==> config.mk <==
export PLATFORM = sky130hd
export DESIGN_NAME = instr_loader
export DESIGN_NICKNAME = d
export VERILOG_FILES = /design/src/rtl/kgprisc_isa_pkg.sv /design/src/rtl/instr_encoder.sv /design/src/rtl/instr_loader.sv
export SDC_FILE = /design/constraint.sdc
export NUM_CORES = 1
export LEC_CHECK = 0
export CORE_MARGIN = 2
export CORE_UTILIZATION = 43
export DETAILED_ROUTE_END_ITERATION = 8
export PLACE_DENSITY = 0.81
export SYNTH_ARGS = -nofsm -noshare
export SYNTH_HDL_FRONTEND = slang
export SYNTH_HIERARCHICAL = 1
export SYNTH_SLANG_ARGS = --single-unit
==> constraint.sdc <==
create_clock -name clk -period 2.39 [get_ports clk]
set_input_delay 0.3585 -clock clk [delete_from_list [all_inputs] [get_ports clk]]
set_output_delay 0.3585 -clock clk [all_outputs]
set_load 0.005 [all_outputs]
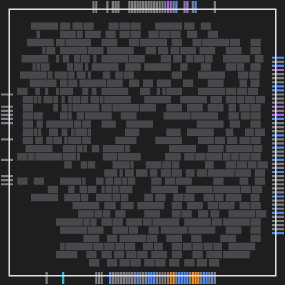
Figure 1: pin map.
(3 px per um) Pins as bars across the die edge, other pins in grey.
Key: addr26 = blue [pins 26, direction input, edge 12 right, 12 bottom, 2 top]; rst_n = cyan [pins 1, direction input, edge bottom]; rt = orange [pins 5, direction input, edge bottom]; func = purple [pins 6, direction input, edge 3 top, 3 right]
Die W: 88.3 um
DIE HEIGHT: 88.3 um

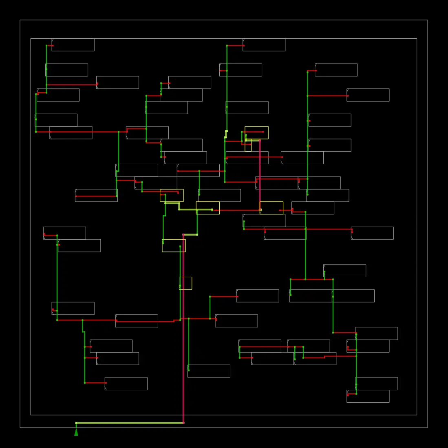
Figure 2: clock nets.
clkbuf count: 6
Sink Count: 54
CTS buffer count: 5
Setup Skew: 6.14 ps

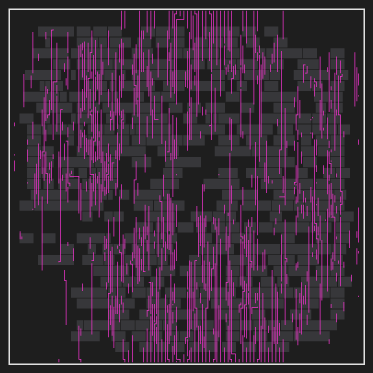
Figure 3: signal wires on met2.
(4 px per um) Cells faint in the background.
The wires run mostly vertical. The longest straight run is 37.9 um. The layer holds 50% of the routed length.
DR vias: 2372
total wire length: 7.67 mm
met2 GRT Util: 33.3%

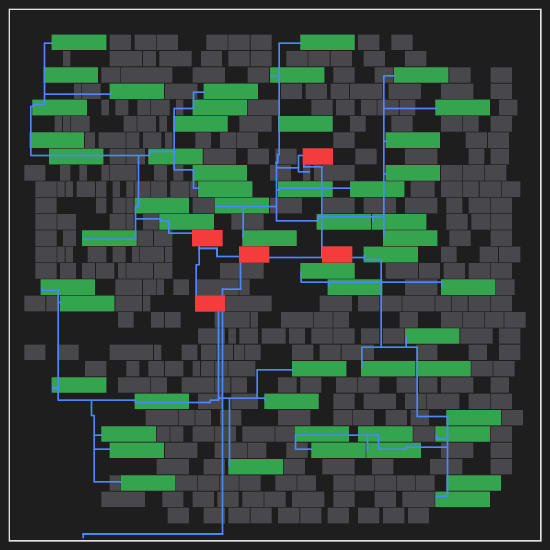
Figure 4: clock wires, drivers and flops.
(6 px per um)
Key: flip-flops = green [count 54]; clock wires = blue [length 635 um]; clock drivers = red [count 5]
Position of the flops: spread over the die.
clock network power share: 19.1%
Latency at later pin: 290 ps
Clk. pwr: 484 uW

==> results.toml <==
# synthesis and place-and-route metrics
[run_status]
status = "complete, no violations"

[cells_and_area]
area_growth_pct = 49.6
final_net_count = 455
layout_top_cells = "clkdlybuf4s50_1, dfrtp_1, mux2_4"
diodes = 0
combGateArea_um2 = 1550
fillers = 533
layout_top_cell = "clkdlybuf4s50_1"
drive_gt1_share_pct = 19.7
largest_register_ffs = 32

[logic_synthesis]
synthTopCellsByCount = "dfrtp_1, mux2_4, a22o_1"
postSynthSeqShare_pct = 44.2
synth-xor-area-share_pct = 2.58
synthesis.instances = 238
topCellsByArea = "dfrtp_1, mux2_4, a22o_1"
mux_share_pct = 19.9
top_logic_kind = "multiplexers"
ys_area_um2 = 3060
yosysTopAreaCellShare_pct = 44.2
fp_nets = 317
async_flop_share_pct = 100
synth_top_flop_cell = "dfrtp_1"
netlist.top_cell.by_area = "dfrtp_1"
syn_area_per_cell_um2 = 12.9
yosys_cells = 238

[setup_path]
cp.depth = 5
arrival_ps = 1900
rrSetupSlack_ps = 470
crit_chain = "inv_1, ha_1, nor4b_4, and2_1, clkdlybuf4s50_1"
cp.required_ps = 2030
r2r_cells = 7
critPathCaptureType = "primary output"
crit_buf_inv = 2
crit_type = "flop to primary output"
startpoint_type = "flop"
cp_max_fo = 2
cp_slowest_cell = "clkdlybuf4s50_1"

[timing]
tightest_slew_ps = 710
rsz0062_at_grt = "no"
setup_ws_ps = 136
finalCriticalPeriod_ps = 2250
fmax_mhz = 444
post-route-period-util_pct = 94.3
slew-limit-headroom_pct = 52.6
slew_violations = 0

[routing]
ant_nets = 0
drc_errors = 0
first_pass_iters = 4
first_iter_violations = 72

[global_routing]
grt_pass1_vias = 2441
grt_first_pass_wirelength_mm = 11.9
antenna_found_initial = 0
grt_usage_pct = 19.4
overflow = 0
grt_max_degree = 55

[run]
maxCapViolations = 0

[cts]
cts.path.max_buffers = 2
cts_max_level = 2
path_clk_slew_ps = 90
cts-root-buf = "clkbuf_8"

[placed_design]
hpwlAfterDp_mm = 5.76
io_buffers = 127

[power_and_ir_drop]
switching_share_pct = 26.1
p_leak_uw = 0.00207
net-switching-power_uw = 660
vdd_drop_max_v = 0.000354
intPower_uw = 1870
p_seq_share_pct = 45.1
p_per_area_nw_per_um2 = 553

[floorplanning]
die-area_um2 = 7800
floorplan.rows = 30
ios = 128
fp_util_pct = 44.8
through the flow:
stage	std cells	hold WS [ps]	TNS (ps)	util (%)	total power [uW]
finish	472	37.2	0	67.0	2530
global route	472	44.8	0	67.0	2670
CTS	472	50.2	0	66.8	2570
detailed placement	465	379	-49.3	65.5	2070
global placement	465	375	-1.06	65.5	2040
floorplan	238	62.9	0	-	1550
logic make-up after synthesis:
group / after synthesis
compound gates: 54
flops: 54
simple gates: 53
mux: 41
buf+inv: 21
xor+xnor: 9
fa+ha+maj: 5
other cells: 1
power by group through the flow:
stage	logic [uW]	clock network, uW	registers (uW)
after global placement	889	0	1160
after global routing	972	539	1160
after floorplan	390	0	1160
final	907	484	1140
after CTS	918	507	1140
after detailed placement	913	0	1160
worst reg2reg max path: cells and delay by family (launching register included):
| family | cells | cell delay [ps] |
|---|---|---|
| AOI/OAI and AO/OA | 1 | 210 |
| adders and majority gates | 1 | 210 |
| buffers and inverters | 2 | 280 |
| DFF | 1 | 360 |
| muxes | 1 | 340 |
| and+or+nand+nor | 2 | 420 |
metal layers:
layer	vias to the layer above	routed length [um]	track usage (%)
met5	-	0	0
met3	6	437	3.17
met2	69	3850	33.3
li1	1139	-	-
met1	1158	3300	25.4
met4	0	82	5.79
what timing repair did:
action / in CTS / in global routing
setup buffers: 0 / 0
endpoints found under the setup margin: 2 / 2
resized: 1 / 2
area by class of cell:
cell class | count | area share (%)
clock buffers | 6 | 1.59
clock inverters | 1 | 0.164
inverters | 7 | 0.574
multi-input cells | 163 | 33.8
flip-flops and latches | 54 | 29.5
well taps | 96 | 2.62
repair buffers | 145 | 31.7
Power and IR drop assume default switching activity.
